### src/rtl/gamecontrol_levels_pkg.sv
// gamecontrol_pkg: shared state/level encodings, scoring table and LFSR taps
package gamecontrol_pkg;

    typedef enum logic [2:0] {IDLE, READY, ISSUE, WAIT, DONE} state_t;

    typedef enum logic [1:0] {EASY = 2'd0, MEDIUM = 2'd1, HARD = 2'd2} level_t;

    // Points awarded per correct answer, two bits per level, EASY in the low slice
    localparam logic [5:0] POINTS = {2'd3, 2'd2, 2'd1};

    // x^8+x^6+x^5+x^4+1 in right-shifting Galois form
    localparam logic [7:0] LFSR_TAPS_8 = 8'hB8;

    // Maximal-length Galois tap masks for the supported generator widths
    function automatic logic [15:0] lfsr_taps(input int w);
        case (w)
            4:       return 16'h000C;
            5:       return 16'h0014;
            6:       return 16'h0030;
            7:       return 16'h0060;
            8:       return {8'h00, LFSR_TAPS_8};
            9:       return 16'h0110;
            10:      return 16'h0240;
            11:      return 16'h0500;
            12:      return 16'h0829;
            13:      return 16'h100D;
            14:      return 16'h2015;
            15:      return 16'h6000;
            default: return 16'hD008;
        endcase
    endfunction

endpackage

### src/rtl/gamecontrol_levels_if.sv
// gamecontrol_if: player/session inputs and game status outputs of the game controller
interface gamecontrol_if #(parameter int SCORE_DIGITS = 2);

    logic                      logged_in;
    logic [1:0]                level;
    logic                      game_start;
    logic                      load;
    logic [3:0]                user_input;
    logic                      timeout;
    logic                      logout;
    logic                      reconfig;
    logic                      enable;
    logic [3:0]                number;
    logic [4*SCORE_DIGITS-1:0] score;
    logic                      correct;
    logic                      game_over;
    logic                      logout_from_gamecontrol;

    modport master (
        output logged_in, level, game_start, load, user_input, timeout, logout,
        input  reconfig, enable, number, score, correct, game_over, logout_from_gamecontrol
    );

    modport slave (
        input  logged_in, level, game_start, load, user_input, timeout, logout,
        output reconfig, enable, number, score, correct, game_over, logout_from_gamecontrol
    );

endinterface

### src/rtl/gamecontrol_levels_lfsr.sv
// morse_number_lfsr: free-running Galois LFSR supplying the low nibble as a random source
module morse_number_lfsr
    import gamecontrol_pkg::*;
#(
    parameter int                LFSR_W    = 8,
    parameter logic [LFSR_W-1:0] LFSR_SEED = 8'hA5
) (
    input  logic       clk,
    input  logic       rst,
    output logic [3:0] value
);

    localparam logic [LFSR_W-1:0] TAPS = LFSR_W'(lfsr_taps(LFSR_W));

    logic [LFSR_W-1:0] lfsr_q, lfsr_d;

    // Shift right, folding the taps back in whenever a one falls off the end
    always_comb lfsr_d = lfsr_q[0] ? (lfsr_q >> 1) ^ TAPS : lfsr_q >> 1;

    // Advance every cycle; only reset interrupts the sequence
    always_ff @(posedge clk)
        lfsr_q <= !rst ? LFSR_SEED : lfsr_d;

    assign value = lfsr_q[3:0];

endmodule

### src/rtl/gamecontrol_levels.sv
// gamecontrol_levels: round sequencer issuing random digits and keeping a saturating BCD score
module gamecontrol_levels
    import gamecontrol_pkg::*;
#(
    parameter int                LFSR_W       = 8,
    parameter int                SCORE_DIGITS = 2,
    parameter int                ROUNDS       = 10,
    parameter logic [LFSR_W-1:0] LFSR_SEED    = 8'hA5
) (
    input  logic          clk,
    input  logic          rst,
    gamecontrol_if.slave  bus
);

    localparam int SW = 4 * SCORE_DIGITS;

    state_t         state_q;
    level_t         level_q;
    logic [7:0]     round_q;
    logic [3:0]     number_q, number_d;
    logic [SW-1:0]  score_q, score_d;
    logic           reconfig_q, enable_q, correct_q, game_over_q, ack_q;
    logic [3:0]     rnd;
    logic           hit, last;

    morse_number_lfsr #(.LFSR_W(LFSR_W), .LFSR_SEED(LFSR_SEED)) u_lfsr (
        .clk   (clk),
        .rst   (rst),
        .value (rnd)
    );

    // Fold the random nibble into the digit range of the level
    function automatic logic [3:0] map_number(input logic [3:0] r, input level_t l);
        return l == EASY ? {2'b0, r[1:0]} : l == MEDIUM ? {1'b0, r[2:0]} : r < 4'd10 ? r : r - 4'd10;
    endfunction

    // Ripple BCD add of 1..3 points; a carry out of the top digit pins the score at all nines
    function automatic logic [SW-1:0] bcd_add(input logic [SW-1:0] s, input logic [1:0] p);
        logic [SW-1:0] r;
        logic [4:0]    t;
        logic          c;
        r = '0;
        t = '0;
        c = 1'b0;
        for (int i = 0; i < SCORE_DIGITS; i++) begin
            t = {1'b0, s[4*i +: 4]} + (i == 0 ? {3'b0, p} : {4'b0, c});
            c = t > 5'd9;
            r[4*i +: 4] = c ? t[3:0] - 4'd10 : t[3:0];
        end
        return c ? {SCORE_DIGITS{4'h9}} : r;
    endfunction

    // Candidate digit, candidate score and round bookkeeping for the current cycle
    always_comb begin
        number_d = map_number(rnd, level_q);
        score_d  = bcd_add(score_q, POINTS[{level_q, 1'b0} +: 2]);
        hit      = bus.load && bus.user_input == number_q;
        last     = round_q + 8'd1 == 8'(ROUNDS);
    end

    // Game FSM with all outputs registered; session loss outranks every game input
    always_ff @(posedge clk) begin
        if (!rst) begin
            state_q     <= IDLE;
            level_q     <= EASY;
            round_q     <= '0;
            number_q    <= '0;
            score_q     <= '0;
            reconfig_q  <= 1'b0;
            enable_q    <= 1'b0;
            correct_q   <= 1'b0;
            game_over_q <= 1'b0;
            ack_q       <= 1'b0;
        end else begin
            reconfig_q <= 1'b0;
            correct_q  <= 1'b0;
            ack_q      <= 1'b0;
            if (state_q != IDLE && (bus.logout || !bus.logged_in)) begin
                ack_q       <= bus.logout;
                state_q     <= IDLE;
                round_q     <= '0;
                number_q    <= '0;
                score_q     <= '0;
                enable_q    <= 1'b0;
                game_over_q <= 1'b0;
            end else begin
                case (state_q)
                    IDLE: if (bus.logged_in) state_q <= READY;
                    READY, DONE: if (bus.game_start) begin
                        state_q     <= ISSUE;
                        round_q     <= '0;
                        score_q     <= '0;
                        level_q     <= level_t'(bus.level == 2'd3 ? 2'd2 : bus.level);
                        game_over_q <= 1'b0;
                    end
                    ISSUE: begin
                        number_q   <= number_d;
                        reconfig_q <= 1'b1;
                        enable_q   <= 1'b1;
                        state_q    <= WAIT;
                    end
                    WAIT: if (bus.load || bus.timeout) begin
                        round_q     <= round_q + 8'd1;
                        correct_q   <= hit;
                        score_q     <= hit ? score_d : score_q;
                        enable_q    <= 1'b0;
                        game_over_q <= last;
                        state_q     <= last ? DONE : ISSUE;
                    end
                    default: state_q <= IDLE;
                endcase
            end
        end
    end

    assign bus.reconfig                = reconfig_q;
    assign bus.enable                  = enable_q;
    assign bus.number                  = number_q;
    assign bus.score                   = score_q;
    assign bus.correct                 = correct_q;
    assign bus.game_over               = game_over_q;
    assign bus.logout_from_gamecontrol = ack_q;

endmodule
### src/flat_wrapper.sv
// flat-port wrapper written by rule: the top's interface ports become plain ports
module gamecontrol_levels_flat import gamecontrol_pkg::*;
#(
    parameter int                LFSR_W       = 8,
    parameter int                SCORE_DIGITS = 2,
    parameter int                ROUNDS       = 10,
    parameter logic [LFSR_W-1:0] LFSR_SEED    = 8'hA5
)
  (clk, rst, bus_logged_in, bus_level, bus_game_start, bus_load, bus_user_input, bus_timeout, bus_logout, bus_reconfig, bus_enable, bus_number, bus_score, bus_correct, bus_game_over, bus_logout_from_gamecontrol);
  gamecontrol_if #(.SCORE_DIGITS(SCORE_DIGITS)) bus_i ();
  input  logic clk;
  input  logic rst;
  input wire logic [$bits(bus_i.logged_in)-1:0] bus_logged_in;
  input wire logic [$bits(bus_i.level)-1:0] bus_level;
  input wire logic [$bits(bus_i.game_start)-1:0] bus_game_start;
  input wire logic [$bits(bus_i.load)-1:0] bus_load;
  input wire logic [$bits(bus_i.user_input)-1:0] bus_user_input;
  input wire logic [$bits(bus_i.timeout)-1:0] bus_timeout;
  input wire logic [$bits(bus_i.logout)-1:0] bus_logout;
  output wire logic [$bits(bus_i.reconfig)-1:0] bus_reconfig;
  output wire logic [$bits(bus_i.enable)-1:0] bus_enable;
  output wire logic [$bits(bus_i.number)-1:0] bus_number;
  output wire logic [$bits(bus_i.score)-1:0] bus_score;
  output wire logic [$bits(bus_i.correct)-1:0] bus_correct;
  output wire logic [$bits(bus_i.game_over)-1:0] bus_game_over;
  output wire logic [$bits(bus_i.logout_from_gamecontrol)-1:0] bus_logout_from_gamecontrol;
  assign bus_i.logged_in = bus_logged_in;
  assign bus_i.level = bus_level;
  assign bus_i.game_start = bus_game_start;
  assign bus_i.load = bus_load;
  assign bus_i.user_input = bus_user_input;
  assign bus_i.timeout = bus_timeout;
  assign bus_i.logout = bus_logout;
  assign bus_reconfig = bus_i.reconfig;
  assign bus_enable = bus_i.enable;
  assign bus_number = bus_i.number;
  assign bus_score = bus_i.score;
  assign bus_correct = bus_i.correct;
  assign bus_game_over = bus_i.game_over;
  assign bus_logout_from_gamecontrol = bus_i.logout_from_gamecontrol;
  gamecontrol_levels #(.LFSR_W(LFSR_W), .SCORE_DIGITS(SCORE_DIGITS), .ROUNDS(ROUNDS), .LFSR_SEED(LFSR_SEED)) u_core (.clk(clk), .rst(rst), .bus(bus_i));
endmodule
### config.mk
export PLATFORM = sky130hd
export DESIGN_NAME = gamecontrol_levels_flat
export DESIGN_NICKNAME = d
export VERILOG_FILES = /design/src/rtl/gamecontrol_levels_pkg.sv /design/src/rtl/gamecontrol_levels_if.sv /design/src/rtl/gamecontrol_levels_lfsr.sv /design/src/rtl/gamecontrol_levels.sv /design/src/flat_wrapper.sv
export SDC_FILE = /design/constraint.sdc
export NUM_CORES = 1
export LEC_CHECK = 0
export ABC_AREA = 1
export ABC_CLOCK_PERIOD_IN_PS = 3400
export CORE_AREA = 2 2 69 71
export DETAILED_ROUTE_END_ITERATION = 8
export DIE_AREA = 0 0 71 73
export PLACE_DENSITY = 0.8
export RECOVER_POWER = 25
export SETUP_SLACK_MARGIN = 0.2
export SYNTH_ARGS = -nofsm -noshare
export SYNTH_HDL_FRONTEND = slang
export SYNTH_SLANG_ARGS = --single-unit
### constraint.sdc
create_clock -name clk -period 3.4 [get_ports clk]
set_input_delay 0.34 -clock clk [delete_from_list [all_inputs] [get_ports clk]]
set_output_delay 0.34 -clock clk [all_outputs]
set_load 0.005 [all_outputs]
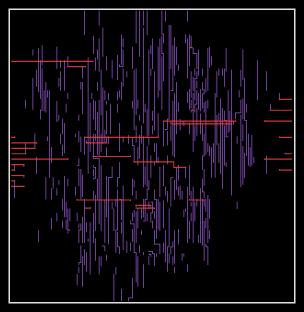
**Above:** run 1 (routed metal, one colour a layer).
Scale: 4 px per µm. Only two layers are drawn.
Red shows met3, wire length 201 µm. Purple shows met2, wire length 2050 µm.

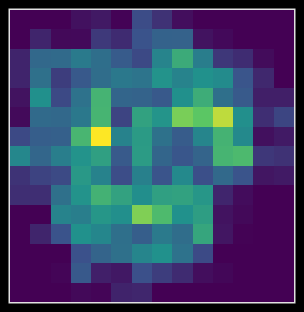
**Above:** run 1 (signal metal coverage by tile).
Scale: 4 px per µm. The die is cut into 14 by 15 equal tiles; dark purple is low, yellow is high, scaled to the fullest tile. Values are wire area over tile area, all layers added.
The densest ninth of the die: centre. The fullest tile reaches 0.53. The emptiest ninth of the die: lower right. 16% of the tiles are over half the peak.

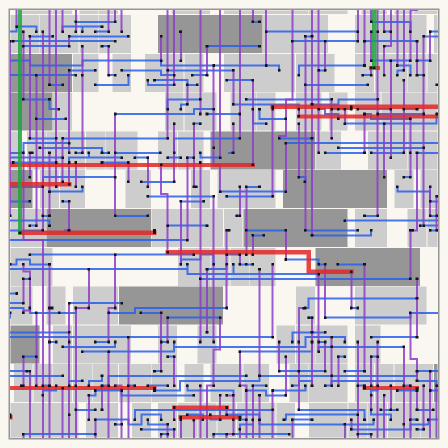
**Above:** run 1 (close-up of the layout).
Region (20, 22) to (50, 52) µm. Cells in grey, sequential cells in the stronger grey; small squares are vias.
Red shows met3. Purple shows met2. Green shows met4. Blue shows met1.
Sequential cells in the window: 8. Netlist names of flops here include `u_core.bus.number` (2), `u_core.bus.score` (2), `u_core.round_q` (2). Most frequent: nand2_1 (26), inv_1 (16), dfxtp_1 (7). 104 logic cells have their middle in the window.

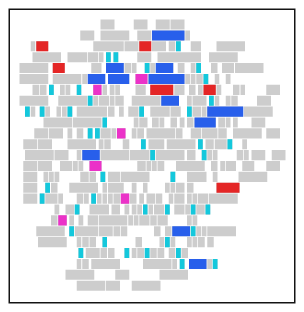
**Above:** run 1 (logic cells by family).
Scale: 4 px per µm.
Blue shows adder and majority cells, cells 12, most used ha_1. Magenta shows AND and OR gates, cells 6, most used or2_2. Cyan shows inverters, cells 43, most used inv_1. Red shows XOR/XNOR gates, cells 6, most used xnor2_1.

==> flow_summary.json, run 1 <==
{
  "ys_sh_simple_pct": 28.4,
  "timing.final.crit_share_pct": 90.0,
  "met3_wirelength_um": 200,
  "swShare_pct": 37.2,
  "p_sw_mw": 0.557,
  "routed.top_layer": "met4",
  "p_clk_mw": 0.394,
  "slowest_stage": "fa_2",
  "worstPathArrival_ps": 3280,
  "rr_worst_depth": 18,
  "grtUsageMet1_pct": 22.9,
  "tns_ps": 0,
  "firstDrtPassIters": 4,
  "r2r_end": "u_core.bus.score[2]",
  "grt_pass1_vias": 1697,
  "synthCells": 284,
  "min_path_cells": 2,
  "synth-seq-cells": 38,
  "r2r_setup_slack_ps": 340,
  "synth_top_flop_cell": "dfxtp_1",
  "grtUsageTotal_pct": 17.6,
  "drc": 0,
  "yosys-top-cells-area": "dfxtp_1 (37%), nand2_1 (14%), inv_1 (7.6%)",
  "detail-route-antenna-nets": 0,
  "warnings": 30,
  "ctsHtreeMaxLevel": 2,
  "p_int_mw": 0.939,
  "ys_chip_area_mm2": 0.00203,
  "clkLatencyLatePin_ps": 300,
  "cts.repair.resized": 12,
  "min_period_ps": 3060,
  "status": "complete, no violations",
  "grt_max_degree": 24,
  "antenna_found_initial": 0,
  "drtIter0Drc": 108,
  "fp_util_pct": 44.8,
  "avgSynthCellArea_um2": 7.16,
  "hold_start": "u_core.u_lfsr.lfsr_q[3]",
  "mux_share_pct": 0,
  "ys_sh_aoi_pct": 14.8,
  "power.leakage_nw": 1.10,
  "placed_cells": 364,
  "diodes": 0,
  "vias_per_cell": 5.02,
  "io_buffers": 29,
  "wl_met1_um": 2060,
  "power_frac_seq_pct": 37.4,
  "edf_count": 0,
  "cp_common_cell": "nand2_2",
  "largestPowerGroup": "sequential cells",
  "common_cells": "nand2_1 (74), inv_1 (41), dfxtp_1 (38)",
  "worstPathRequired_ps": 3620,
  "ys_cells": 284,
  "dr_total_vias": 1886,
  "skew_ps": 6.53,
  "final_layout_size_suffix_gt1_share_pct": 14.9,
  "worstPathCellList": "inv_1 -> ha_2 -> or2_4 -> ha_4 -> fa_2 -> xnor2_2 -> nand2_2 -> nand3_2 -> nand2_2 -> ha_2 -> ha_4 -> xnor2_2 -> nand2_1 -> nand2_2 -> inv_2 -> nor2_4 -> nand2_1 -> a21oi_1",
  "dp_hpwl_um": 3130,
  "cts_max_path_buffers": 2,
  "io_pins": 30,
  "synth_warnings": 0,
  "synthXorXnorAreaFrac_pct": 2.58,
  "area_growth_pct": 28.1,
  "yosysUniqueCellTypes": 36,
  "clk_pin_slew_worst_paths_ps": 80,
  "cts_root_buffer": "clkbuf_8",
  "p_comb_share_pct": 36.2,
  "grt_use_met2_pct": 28.8,
  "yosysMostFrequentCell": "nand2_1",
  "netlist.area_leader.share_pct": 37.4,
  "dr_wl_met2_um": 2050,
  "grt_pass1_wl_um": 7320,
  "startpoint_type": "register",
  "path_class": "reg -> reg",
  "hold_viol": 0,
  "endpoint_kind": "register",
  "die_h_um": 73,
  "grt_overflow": 0,
  "std_cell_rows": 25,
  "syn_nets": 309,
  "die_w_um": 71,
  "ir_worst_vdd_mv": 0.378,
  "netlist_area_mm2": 0.00203,
  "max_freq_ghz": 0.327,
  "setup_viol_count_final": 0,
  "post_drt_wl_per_cell_um": 11.7,
  "cts-buffers-inserted": 5,
  "rsz0062_at_grt": "false",
  "top_area_cell": "dfxtp_1",
  "max_slew_margin_pct": 41.2,
  "seq_power_mw": 0.559
}
run 1: how the worst max path moves through the flow:
stage | startpoint | end
finish | u_core.level_q[0] | u_core.bus.score[2]
global route | u_core.level_q[0] | u_core.bus.score[2]
CTS | u_core.level_q[0] | u_core.bus.score[0]
detailed placement | u_core.level_q[0] | u_core.bus.score[1]
global placement | u_core.level_q[0] | u_core.bus.score[5]
floorplan | u_core.level_q[0] | u_core.bus.score[2]
run 1: final cells by class:
cell class | instances | area, µm² | area share [%]
inverter | 43 | 161 | 6.20
tap | 54 | 67.6 | 2.59
multi-input combinational | 199 | 1170 | 44.9
timing repair buffer | 34 | 328 | 12.6
clock inverter | 3 | 45.0 | 1.73
sequential | 38 | 763 | 29.3
clock buffer | 5 | 68.8 | 2.64
run 1: placed cells by master (no fill, tap or decap), drive strengths merged, types with 6 or more instances in the layout:
| master | n |
|---|---|
| a21oi | 24 |
| clkdlybuf4s50 | 25 |
| dfxtp | 38 |
| ha | 11 |
| inv | 43 |
| nand2 | 77 |
| nand3 | 17 |
| nor2 | 22 |
| o21ai | 15 |
| or2 | 6 |
run 1: sequential cells by signal, summed over array words and instances, names as in the netlist:
register                            flops
u_core.bus.game_over                    1
u_core.bus.number                       4
u_core.bus.score                        8
u_core.bus.enable                       1
u_core.bus.logout_from_gamecontrol      1
u_core.u_lfsr.lfsr_q                    8
u_core.round_q                          8
u_core.level_q                          2
u_core.state_q                          3
u_core.bus.correct                      1
u_core.bus.reconfig                     1
run 1: per-stage QoR:
| stage | setup slack, ps | area, µm² | power (mW) |
|---|---|---|---|
| after floorplan | 239 | 2030 | 0.939 |
| after global placement | 142 | 2380 | 1.07 |
| after detailed placement | -53.3 | 2380 | 1.07 |
| after CTS | 203 | 2530 | 1.47 |
| after global routing | 177 | 2600 | 1.60 |
| final | 341 | 2600 | 1.50 |
**Run 1: placed standard cells**

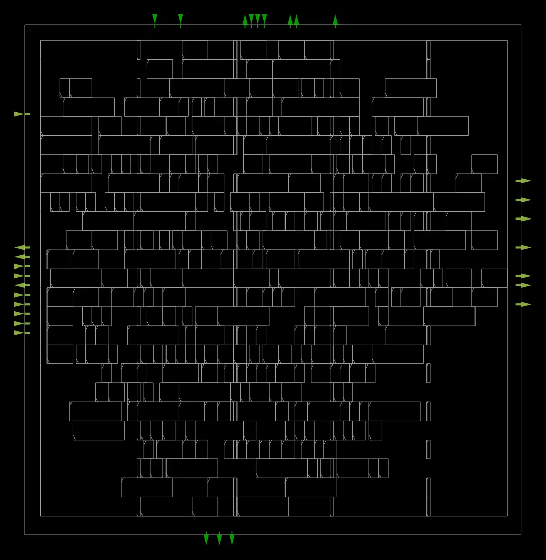

==> inputs of run 2 (changes only) <==
--- a/config.mk
+++ b/config.mk
@@ -11,5 +11,5 @@
 export DETAILED_ROUTE_END_ITERATION = 8
 export DIE_AREA = 0 0 71 73
-export PLACE_DENSITY = 0.8
+export PLACE_DENSITY_LB_ADDON = 0.08
 export RECOVER_POWER = 25
 export SETUP_SLACK_MARGIN = 0.2
==> constraint.sdc (replaced) <==
create_clock -name clk -period 3.4 [get_ports clk]
set_input_delay 0.51 -clock clk [delete_from_list [all_inputs] [get_ports clk]]
set_output_delay 0.51 -clock clk [all_outputs]
set_load 0.005 [all_outputs]
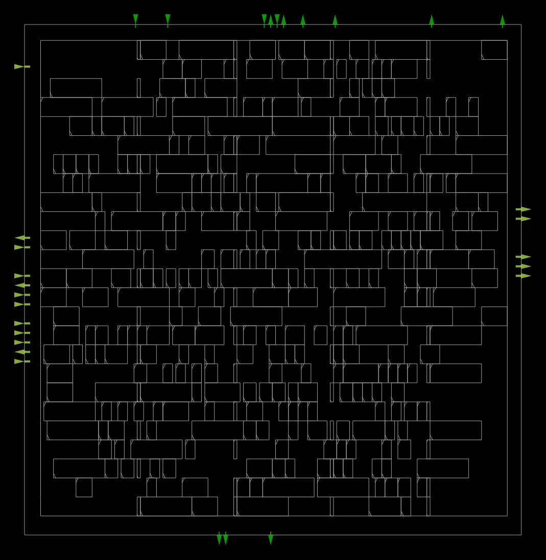
**Above:** run 2 (placed standard cells).
Tap Cells: 54
Filler Cell Count: 449
flop share of the area: 29.1%
Seq Cell Count: 38
Core Box Area: 0.00454 mm²

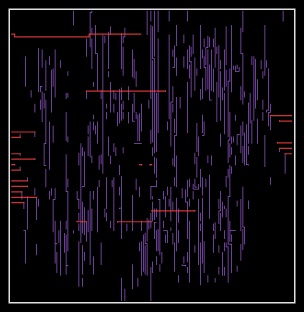
**Above:** run 2 (routed metal, one colour a layer).
Scale: 4 px per µm. Only two layers are drawn.
Red shows met3, wire length 130 µm. Purple shows met2, wire length 1950 µm.

==> flow_summary.json, run 2 <==
{
  "yosysMostFrequentCell": "nand2_1",
  "wl_met1_um": 2150,
  "grt_overflow": 0,
  "syn_nets": 309,
  "startpoint_type": "register",
  "io_buffers": 29,
  "grt_max_degree": 15,
  "drc": 0,
  "grt_use_met2_pct": 28.2,
  "met3_wirelength_um": 129,
  "status": "complete, no violations",
  "firstDrtPassIters": 4,
  "top_area_cell": "dfxtp_1",
  "clkLatencyLatePin_ps": 290,
  "cp_common_cell": "nand2_2",
  "synth_top_flop_cell": "dfxtp_1",
  "post_dp_cell_area_mm2": 0.00238,
  "ys_cells": 284,
  "max_freq_ghz": 0.335,
  "io_pins": 30,
  "grt_pass1_vias": 1635,
  "final_cell_mix": "nand2_1 (70), inv_1 (38), dfxtp_1 (36)",
  "avgSynthCellArea_um2": 7.16,
  "post_drt_wl_per_cell_um": 11.4,
  "die_w_um": 71,
  "rsz0062_at_grt": "false",
  "tns_ps": 0,
  "synthXorXnorAreaFrac_pct": 2.58,
  "design_area_mm2": 0.00262,
  "skew_ps": 1.63,
  "ctsHtreeMaxLevel": 2,
  "clk_pin_slew_worst_paths_ps": 80,
  "cts-buffers-inserted": 5,
  "setup_viol_count_final": 0,
  "grtUsageTotal_pct": 17.5,
  "min_period_ps": 2980,
  "edf_count": 0,
  "fp_util_pct": 44.8,
  "drtIter0Drc": 98,
  "final_layout_size_suffix_gt1_share_pct": 16.0,
  "lay_top_count": "nand2_1",
  "warnings": 30,
  "cts_max_path_buffers": 2,
  "grtUsageMet1_pct": 23.0,
  "synth-seq-cells": 38,
  "netlist_area_mm2": 0.00203,
  "dp_hpwl_um": 3200,
  "routed.top_layer": "met4",
  "r2r_setup_slack_ps": 420,
  "dr_wl_met2_um": 1950,
  "area_growth_pct": 29.0,
  "ys_sh_simple_pct": 28.4,
  "common_cells": "nand2_1 (74), inv_1 (41), dfxtp_1 (38)",
  "ys_sh_aoi_pct": 14.8,
  "netlist.area_leader.share_pct": 37.4,
  "synth_warnings": 0,
  "path_class": "reg -> reg",
  "worstPathCellList": "inv_2 -> ha_1 -> or2_4 -> ha_4 -> fa_2 -> inv_1 -> nand2_2 -> nand3_2 -> nand2_2 -> ha_4 -> ha_2 -> a21oi_2 -> nand2_1 -> nand2_2 -> inv_2 -> nor2_4 -> nand2_1 -> a21oi_1",
  "worstPathArrival_ps": 3210,
  "grt_pass1_wl_um": 7180,
  "hold_viol": 0
}
[run 2: worst paths after layout]
| kind | startpoint | endpoint | cells past startpoint |
|---|---|---|---|
| max reg2reg | u_core.level_q[0] | u_core.bus.score[1] | 18 |
| min reg2reg | u_core.u_lfsr.lfsr_q[3] | u_core.u_lfsr.lfsr_q[2] | 2 |
| max | u_core.level_q[0] | u_core.bus.score[1] | 18 |
| min | u_core.u_lfsr.lfsr_q[3] | u_core.u_lfsr.lfsr_q[2] | 2 |
[run 2: what timing repair did]
item | CTS | global route
cloned | 0 | 0
setup buffers | 1 | 4
setup endpoints to repair | 7 | 8
pin swaps | 3 | 5
resized | 10 | 17
[run 2: power by group]
part           total, mW  internal, mW  switching (mW)
Combinational      0.549         0.214           0.335
Sequential         0.560         0.511          0.0487
Clock              0.379         0.216           0.163
Total               1.49         0.941           0.547
[run 2: area by class of cell]
type / instances / area (µm²) / share of cell area (%)
inverter: 43 / 161 / 6.15
tap: 54 / 67.6 / 2.58
clock buffer: 5 / 68.8 / 2.62
clock inverter: 3 / 40.0 / 1.53
multi-input combinational: 199 / 1180 / 45.0
timing repair buffer: 36 / 343 / 13.1
sequential: 38 / 763 / 29.1
[run 2: through the flow]
step | total power [mW] | setup slack [ps] | utilization (%)
final | 1.49 | 418 | 57.8
after global routing | 1.61 | 246 | 57.8
after detailed placement | 1.09 | -10.1 | 52.6
after global placement | 1.08 | 123 | 52.6
after floorplan | 0.939 | 239 | -
after CTS | 1.48 | 229 | 55.9
[run 2: worst min-delay path: stages, from the launching register on]
cell and delay, ps:
dfxtp_1 310, inv_1 40, nand2_1 40
==> inputs of run 3 (changes only) <==
Settings changed: CORE_AREA 2 2 69 71 to 5 5 67 69, DIE_AREA 0 0 71 73 to 0 0 72 74, DONT_BUFFER_PORTS set to 1.
==> flow_summary.json, run 3 <==
{
  "status": "complete, no violations",
  "dp_hpwl_um": 3070,
  "timing.final.crit_share_pct": 89.8,
  "endpoint_kind": "register",
  "ctsHtreeMaxLevel": 2,
  "path_class": "reg -> reg",
  "std_cell_rows": 23,
  "grtUsageTotal_pct": 16.5,
  "synth-seq-cells": 38,
  "grt_overflow": 0,
  "yosysMostFrequentCell": "nand2_1",
  "logic_area_mm2": 0.00118,
  "io_pins": 30,
  "die_h_um": 74,
  "max_slew_margin_pct": 41.8,
  "met3_wirelength_um": 266,
  "power_mw": 1.35,
  "netlist_area_mm2": 0.00203,
  "syn_nets": 309,
  "post_drt_wl_per_cell_um": 12.5,
  "vias_per_cell": 5.09,
  "synthCells": 284,
  "worstPathCellList": "inv_1 -> ha_2 -> or2_4 -> ha_4 -> fa_2 -> xnor2_2 -> nand2_1 -> nand3_2 -> nand2_2 -> ha_4 -> ha_4 -> xnor2_2 -> nand2_1 -> nand2_2 -> inv_2 -> nor2_4 -> nand2_1 -> a21oi_1",
  "grt_max_degree": 24,
  "skew_ps": 5.11,
  "clk_pin_slew_worst_paths_ps": 80,
  "detail-route-antenna-nets": 0,
  "worstPathRequired_ps": 3600,
  "rr_worst_depth": 18,
  "crit_cells": 18,
  "fp_util_pct": 52.7,
  "edf_count": 0,
  "r2r_setup_slack_ps": 350,
  "critical_path.startpoint": "u_core.level_q[0]",
  "clkLatencyLatePin_ps": 290,
  "die_w_um": 72,
  "io_buffers": 0,
  "avgSynthCellArea_um2": 7.16,
  "grtUsageMet1_pct": 23.6,
  "firstDrtPassIters": 4,
  "rsz0062_at_grt": "false",
  "yosysUniqueCellTypes": 36,
  "dr_wl_met2_um": 1830,
  "timing.rr.start": "u_core.level_q[0]",
  "area.sequential_um2": 763,
  "fillers": 372,
  "drc": 0,
  "netlist.area_leader.share_pct": 37.4,
  "area_growth_pct": 13.0,
  "cts-buffers-inserted": 5,
  "final_cell_mix": "nand2_1 (72), inv_1 (40), dfxtp_1 (36)",
  "worstSetupEndpoint": "u_core.bus.score[2]",
  "final_layout_size_suffix_gt1_share_pct": 16.0,
  "dr_total_vias": 1751,
  "worstPathArrival_ps": 3260,
  "post_dp_cell_area_mm2": 0.00208,
  "hold_viol": 0,
  "drtIter0Drc": 71,
  "slowest_stage": "fa_2",
  "routed.top_layer": "met4"
}
run 3: cell counts after synthesis:
No cell type changed its count.
run 3: final cells by class:
| class | instances | area share, % |
|---|---|---|
| repair buffers | 6 | 1.96 |
| multi-input cells | 199 | 51.2 |
| clock inverters | 3 | 0.925 |
| flip-flops and latches | 38 | 33.2 |
| well taps | 50 | 2.72 |
| clock buffers | 5 | 2.99 |
| inverters | 43 | 7.02 |
run 3: timing repair:
| item | CTS | global route |
|---|---|---|
| pin swaps | 2 | 8 |
| buffers inserted | 1 | 4 |
| endpoints found under the setup margin | 7 | 7 |
| gates resized | 7 | 19 |
run 3: power breakdown:
part           internal, mW  leakage, nW  switching (mW)
clock                 0.144       0.0441           0.162
sequential            0.512        0.311          0.0515
combinational         0.164        0.632           0.320
total                 0.820        0.986           0.533
run 3: stage by stage:
step           worst slack, ps  TNS [ps]  std cells
2_1_floorplan              239         0        284
3_3_place_gp              99.2         0        331
3_5_place_dp             -9.89     -24.2        331
4_1_cts                    227         0        340
5_1_grt                    163         0        344
6_report                   346         0        344
run 3: logic make-up after synthesis:
family	share of synthesized area, %
DFF	37.4
adders and majority gates	7.75
AOI/OAI and AO/OA	14.8
buffers and inverters	9.05
xor gates and xnor gates	2.58
and+or+nand+nor	28.4
run 3: worst min path at each step:
stage	from	end	slack, ps	cells past startpoint
final	rst	u_core.u_lfsr.lfsr_q[7]	280	1
after global placement	u_core.u_lfsr.lfsr_q[3]	u_core.u_lfsr.lfsr_q[2]	400	2
after global routing	rst	u_core.u_lfsr.lfsr_q[7]	270	1
after floorplan	u_core.u_lfsr.lfsr_q[3]	u_core.u_lfsr.lfsr_q[2]	390	2
after CTS	rst	u_core.u_lfsr.lfsr_q[0]	280	1
after detailed placement	u_core.u_lfsr.lfsr_q[3]	u_core.u_lfsr.lfsr_q[2]	400	2
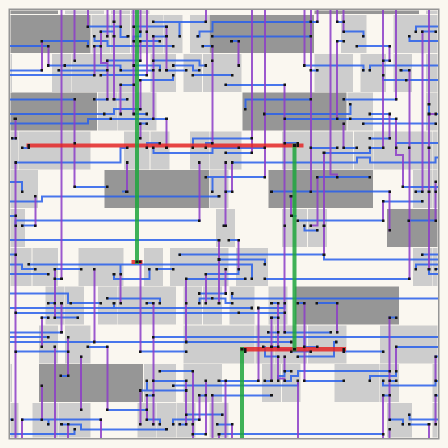
**Above:** run 3 (close-up of the layout).
Region (21, 22) to (51, 52) µm. Cells in grey, sequential cells in the stronger grey; small squares are vias.
Green shows met4. Purple shows met2. Red shows met3. Blue shows met1.
Netlist names of flops here include `u_core.bus.number` (2), `u_core.bus.score` (2), `u_core.round_q` (2). Sequential cells in the window: 8. 76 logic cells have their middle in the window. Most frequent: nand2_1 (20), inv_1 (9), dfxtp_1 (8).

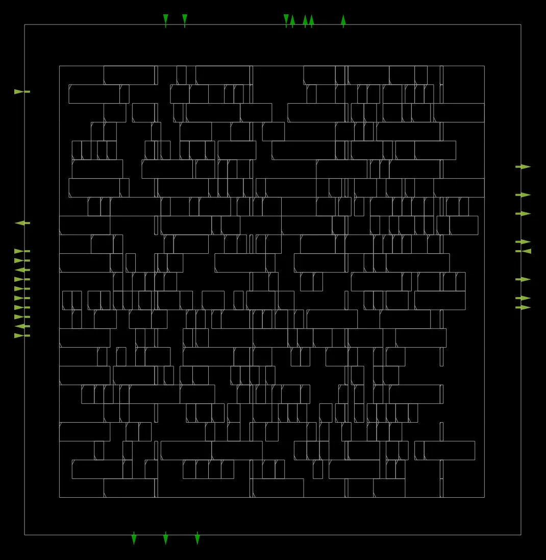
**Above:** run 3 (placed standard cells).
Finished Core Util: 59.6%
Core Box Area: 0.00386 mm²

Power figures rest on the tool's default switching activity, not on a simulated workload.
